Wiring by layer:
Scale bar: 50 um.
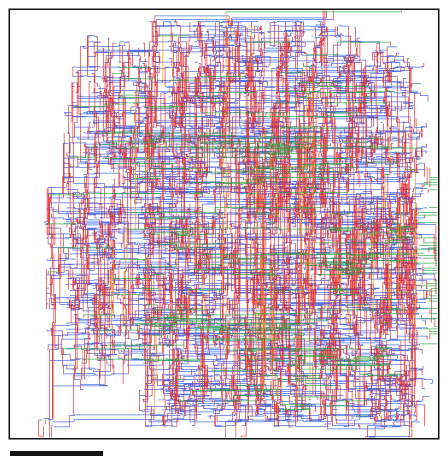
The metal 4 layer:
Scale bar: 50 um.
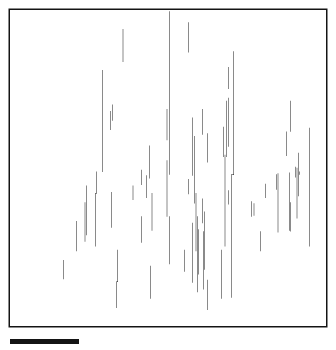
Placement view:
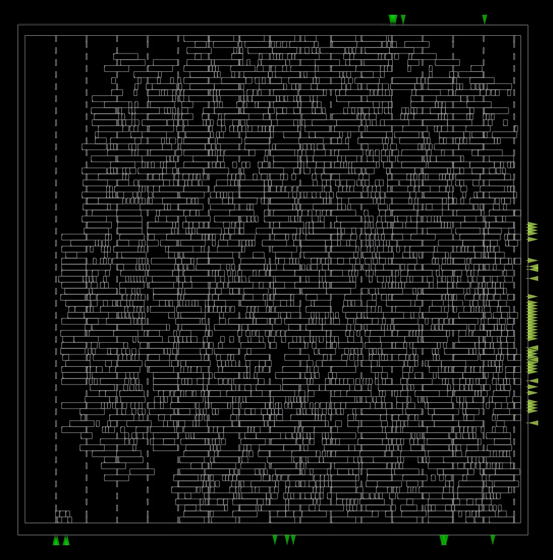
### config.mk
export PLATFORM = sky130hd
export DESIGN_NAME = fifomem_mc
export DESIGN_NICKNAME = d
export VERILOG_FILES = /design/src/rtl/fifomem_mc.sv
export SDC_FILE = /design/constraint.sdc
export NUM_CORES = 1
export LEC_CHECK = 0
export ABC_AREA = 1
export CORE_MARGIN = 3
export CORE_UTILIZATION = 50
export CTS_BUF_LIST = sky130_fd_sc_hd__clkbuf_2 sky130_fd_sc_hd__clkbuf_4 sky130_fd_sc_hd__clkbuf_8
export DETAILED_ROUTE_END_ITERATION = 8
export PLACE_DENSITY = 0.66
export SETUP_SLACK_MARGIN = 0.4
export SYNTH_ARGS = -nofsm -noshare
export SYNTH_HDL_FRONTEND = slang
export SYNTH_SLANG_ARGS = --single-unit
### constraint.sdc
create_clock -name clk -period 3.4 [get_ports clk]
set_clock_uncertainty 0.15 [all_clocks]
set_input_delay 0.34 -clock clk [delete_from_list [all_inputs] [get_ports clk]]
set_output_delay 0.34 -clock clk [all_outputs]
set_load 0.1 [all_outputs]
### src/rtl/fifomem_mc.sv
// Multi-channel single-clock FIFO: NCHAN queues share one partitioned memory.
// Ports: clk, rst (sync, active-high); wen/wchan/wdata; ren/rchan;
//        rdata/rvalid; full/empty/count per channel; overflow/underflow; clr_err.
module fifomem_mc #(
  parameter  int DATASIZE = 8,
  parameter  int ADDRSIZE = 4,
  parameter  int NCHAN    = 4,
  localparam int CHSIZE   = $clog2(NCHAN)
) (
  input  logic                         clk,
  input  logic                         rst,
  input  logic                         wen,
  input  logic [CHSIZE-1:0]            wchan,
  input  logic [DATASIZE-1:0]          wdata,
  input  logic                         ren,
  input  logic [CHSIZE-1:0]            rchan,
  output logic [DATASIZE-1:0]          rdata,
  output logic                         rvalid,
  output logic [NCHAN-1:0]             full,
  output logic [NCHAN-1:0]             empty,
  output logic [NCHAN*(ADDRSIZE+1)-1:0] count,
  output logic                         overflow,
  output logic                         underflow,
  input  logic                         clr_err
);

  localparam int DEPTH = 1 << ADDRSIZE;
  localparam int PW    = ADDRSIZE + 1;
  localparam int AW    = CHSIZE + ADDRSIZE;

  logic [DATASIZE-1:0] r_mem [NCHAN*DEPTH];
  logic [PW-1:0]       r_wptr [NCHAN];
  logic [PW-1:0]       r_rptr [NCHAN];
  logic [DATASIZE-1:0] r_rdata;
  logic                r_rvalid;
  logic                r_ovf;
  logic                r_unf;

  logic                w_wchan_ok;
  logic                w_rchan_ok;
  logic                w_wr_ok;
  logic                w_rd_ok;
  logic                w_wr_drop;
  logic                w_rd_drop;
  logic [AW-1:0]       w_waddr;
  logic [AW-1:0]       w_raddr;

  // Channel indices beyond NCHAN only exist when NCHAN is not a power of 2.
  generate
    if ((1 << CHSIZE) == NCHAN) begin : g_pow2
      assign w_wchan_ok = 1'b1;
      assign w_rchan_ok = 1'b1;
    end else begin : g_npow2
      assign w_wchan_ok = int'(wchan) < NCHAN;
      assign w_rchan_ok = int'(rchan) < NCHAN;
    end
  endgenerate

  always_comb begin
    full  = '0;
    empty = '0;
    count = '0;
    for (int i = 0; i < NCHAN; i++) begin
      empty[i] = (r_wptr[i] == r_rptr[i]);
      full[i]  = (r_wptr[i][ADDRSIZE] != r_rptr[i][ADDRSIZE]) &&
                 (r_wptr[i][ADDRSIZE-1:0] == r_rptr[i][ADDRSIZE-1:0]);
      count[i*PW +: PW] = r_wptr[i] - r_rptr[i];
    end
  end

  // Accept decisions use start-of-cycle flags, so a same-channel
  // read/write pair never bypasses through the memory.
  assign w_wr_ok   = wen & w_wchan_ok & ~full[wchan];
  assign w_rd_ok   = ren & w_rchan_ok & ~empty[rchan];
  assign w_wr_drop = wen & w_wchan_ok &  full[wchan];
  assign w_rd_drop = ren & w_rchan_ok &  empty[rchan];

  assign w_waddr = {wchan, r_wptr[wchan][ADDRSIZE-1:0]};
  assign w_raddr = {rchan, r_rptr[rchan][ADDRSIZE-1:0]};

  always_ff @(posedge clk) begin
    if (!rst && w_wr_ok) begin
      r_mem[w_waddr] <= wdata;
    end
  end

  always_ff @(posedge clk) begin
    if (rst) begin
      for (int i = 0; i < NCHAN; i++) begin
        r_wptr[i] <= '0;
        r_rptr[i] <= '0;
      end
      r_rdata  <= '0;
      r_rvalid <= 1'b0;
      r_ovf    <= 1'b0;
      r_unf    <= 1'b0;
    end else begin
      if (w_wr_ok) begin
        r_wptr[wchan] <= r_wptr[wchan] + PW'(1);
      end
      if (w_rd_ok) begin
        r_rptr[rchan] <= r_rptr[rchan] + PW'(1);
        r_rdata       <= r_mem[w_raddr];
      end
      r_rvalid <= w_rd_ok;
      if (w_wr_drop) begin
        r_ovf <= 1'b1;
      end else if (clr_err) begin
        r_ovf <= 1'b0;
      end
      if (w_rd_drop) begin
        r_unf <= 1'b1;
      end else if (clr_err) begin
        r_unf <= 1'b0;
      end
    end
  end

  assign rdata     = r_rdata;
  assign rvalid    = r_rvalid;
  assign overflow  = r_ovf;
  assign underflow = r_unf;

endmodule

==> flow_summary.json <==
{
  "synth_xor_xnor_area_share_pct": 0.7646,
  "numSynthFlops": 563,
  "die-area_um2": 53130,
  "ys_seq_share_pct": 66.65,
  "r2r_start": "r_wptr[0][0]$_SDFFCE_PN0P_",
  "fmax_mhz": 329.5,
  "yosysTopAreaCell": "edfxtp_1",
  "drtIter0Drc": 2096,
  "clock_sinks": 563,
  "topCellsByArea": "edfxtp_1 66%, nand3_1 7.6%, nand2_1 6.9%, inv_1 4.3%, nand3b_1 4.1%",
  "min_from": "wdata[0]",
  "edf_count": 552,
  "crit_family": "simple AND/OR/NAND/NOR gates",
  "synthToLayoutAreaGrowth_pct": 16.14,
  "syn_avg_cell_area_um2": 10.98,
  "hp-class": "in2reg",
  "slowest_stage": "edfxtp_1",
  "worstSetupEndpoint": "r_mem[47][4]$_DFFE_PP_",
  "p_leak_nw": 11.45,
  "grt_first_pass_wirelength_um": 102200,
  "cp_data_required_time_ns": 3.62,
  "grt_max_degree": 110,
  "rr_worst_depth": 14,
  "nNetsFinal": 2492,
  "synthTopCellsByCount": "552 x edfxtp_1, 465 x nand2_1, 381 x nand3_1, 291 x inv_1, 136 x nand3b_1",
  "initCoreUtil_pct": 51.06,
  "die_h_um": 230.5,
  "peakVddDrop_mv": 0.2310,
  "ys_sh_adder_pct": 1.211,
  "synth_stat.cells": 2296,
  "max_stage_delay_ns": 0.44,
  "hold_end": "r_mem[44][0]$_DFFE_PP_",
  "warning_count": 31,
  "ys_sh_mux_pct": 0,
  "place.gp.congestion": 0.9248,
  "grt_pass1_vias": 17060,
  "cts.clk_slew.worst_paths_ns": 0.06,
  "yosys_warnings": 0,
  "status": "completed",
  "synth_top_area_share_pct": 65.78,
  "powerDensity_nw_per_um2": 537.9,
  "portBuffers": 55,
  "relSlewSlack_pct": 23.10,
  "h-tree-depth": 3,
  "drive_above_1_share_pct": 15.40,
  "root_buffer": "clkbuf_8",
  "setup_violations": 0,
  "slew_viol_final": 0,
  "tightest_slew_ns": 1.153,
  "r2r_end": "r_mem[47][4]$_DFFE_PP_",
  "track_usage_pct": 25.23,
  "arrival_ns": 3.26,
  "postCtsHoldBufs": 0,
  "synth_nets": 2335,
  "clockBufferDepth": 3,
  "critPathMaxFanout": 8,
  "ant_nets": 0,
  "syn_inst": 2296,
  "cts_tree": "built",
  "antenna_found_initial": 1
}
About 'wiring by layer':
[blue] M1 | wire length: 28.6 mm
[red] M2 | wire length: 31.0 mm
[green] M3 | wire length: 5940 um
[orange] M4 | wire length: 1940 um
drt total wl: 67510 um
via count: 17.60k

About 'the metal 4 layer':
nets with wire on the layer: 43
main direction: vertical
longest straight run: 119 um
share of all routed wire: 2.9%

About 'placement view':
fin util: 59.30%
register share of the cell area: 57.39%
Flop Count: 563
Fill cells: 4043
FP Rows: 81

[through the flow]
step	cells	total power, mW	setup WS, ns
finish	3185	15.74	0.3650
global route	3185	16.32	0.3285
CTS	3171	15.75	0.3767
detailed placement	3013	10.29	-0.02095
global placement	3013	10.27	-0.02690
floorplan	2296	9.478	0.3854
[sequential cells by signal, summed over array words and instances (netlist names)]
signal / count
rdata: 8
overflow: 1
r_rptr: 20
r_mem: 512
rvalid: 1
r_wptr: 20
underflow: 1
[where the power goes]
group	total [mW]	internal [mW]	switching (mW)
clock	5.49	2.88	2.61
sequential	7.73	7.69	0.0436
combinational	2.52	0.664	1.85
[routing by layer]
metal  GRT usage [%]  vias to the layer above  routed length [um]
met3           4.948                      136                5940
met1           35.83                     8423               28630
met2           38.63                      844               30990
li1                -                     8194                   -
met4           9.801                        0                1943
met5               0                        -                   0
[layout make-up]
cell class	instances	area (um2)	share of cell area (%)
Timing Repair Buffer	192	1800	6.152
Tap cell	664	830.8	2.839
Clock buffer	121	1471	5.027
Antenna cell	1	2.502	0.008550
Timing Repair inverter	1	7.507	0.02565
Multi-Input combinational cell	1311	7042	24.06
Clock inverter	37	205.2	0.7011
Sequential cell	563	16800	57.39
Inverter	295	1112	3.800
[cells in the final DEF (no fill, tap or decap), drive strengths merged]
master / count
dfxtp: 11
xnor2: 12
nand2b: 1
buf: 173
o21ai: 37
clkinvlp: 6
a221oi: 1
xor2: 10
nand3b: 136
bufinv: 1
a22oi: 1
clkbuf: 122
a21oi: 45
clkdlybuf4s50: 18
o22ai: 3
a22o: 1
fa: 4
a32oi: 2
clkinv: 30
nand4: 5
nand2: 470
nand3: 384
o221ai: 1
or2: 3
nor3: 15
diode: 1
ha: 18
edfxtp: 552
o211ai: 48
inv: 296
nor2: 114
No activity file was given, so power comes from the tool's default toggle rates.
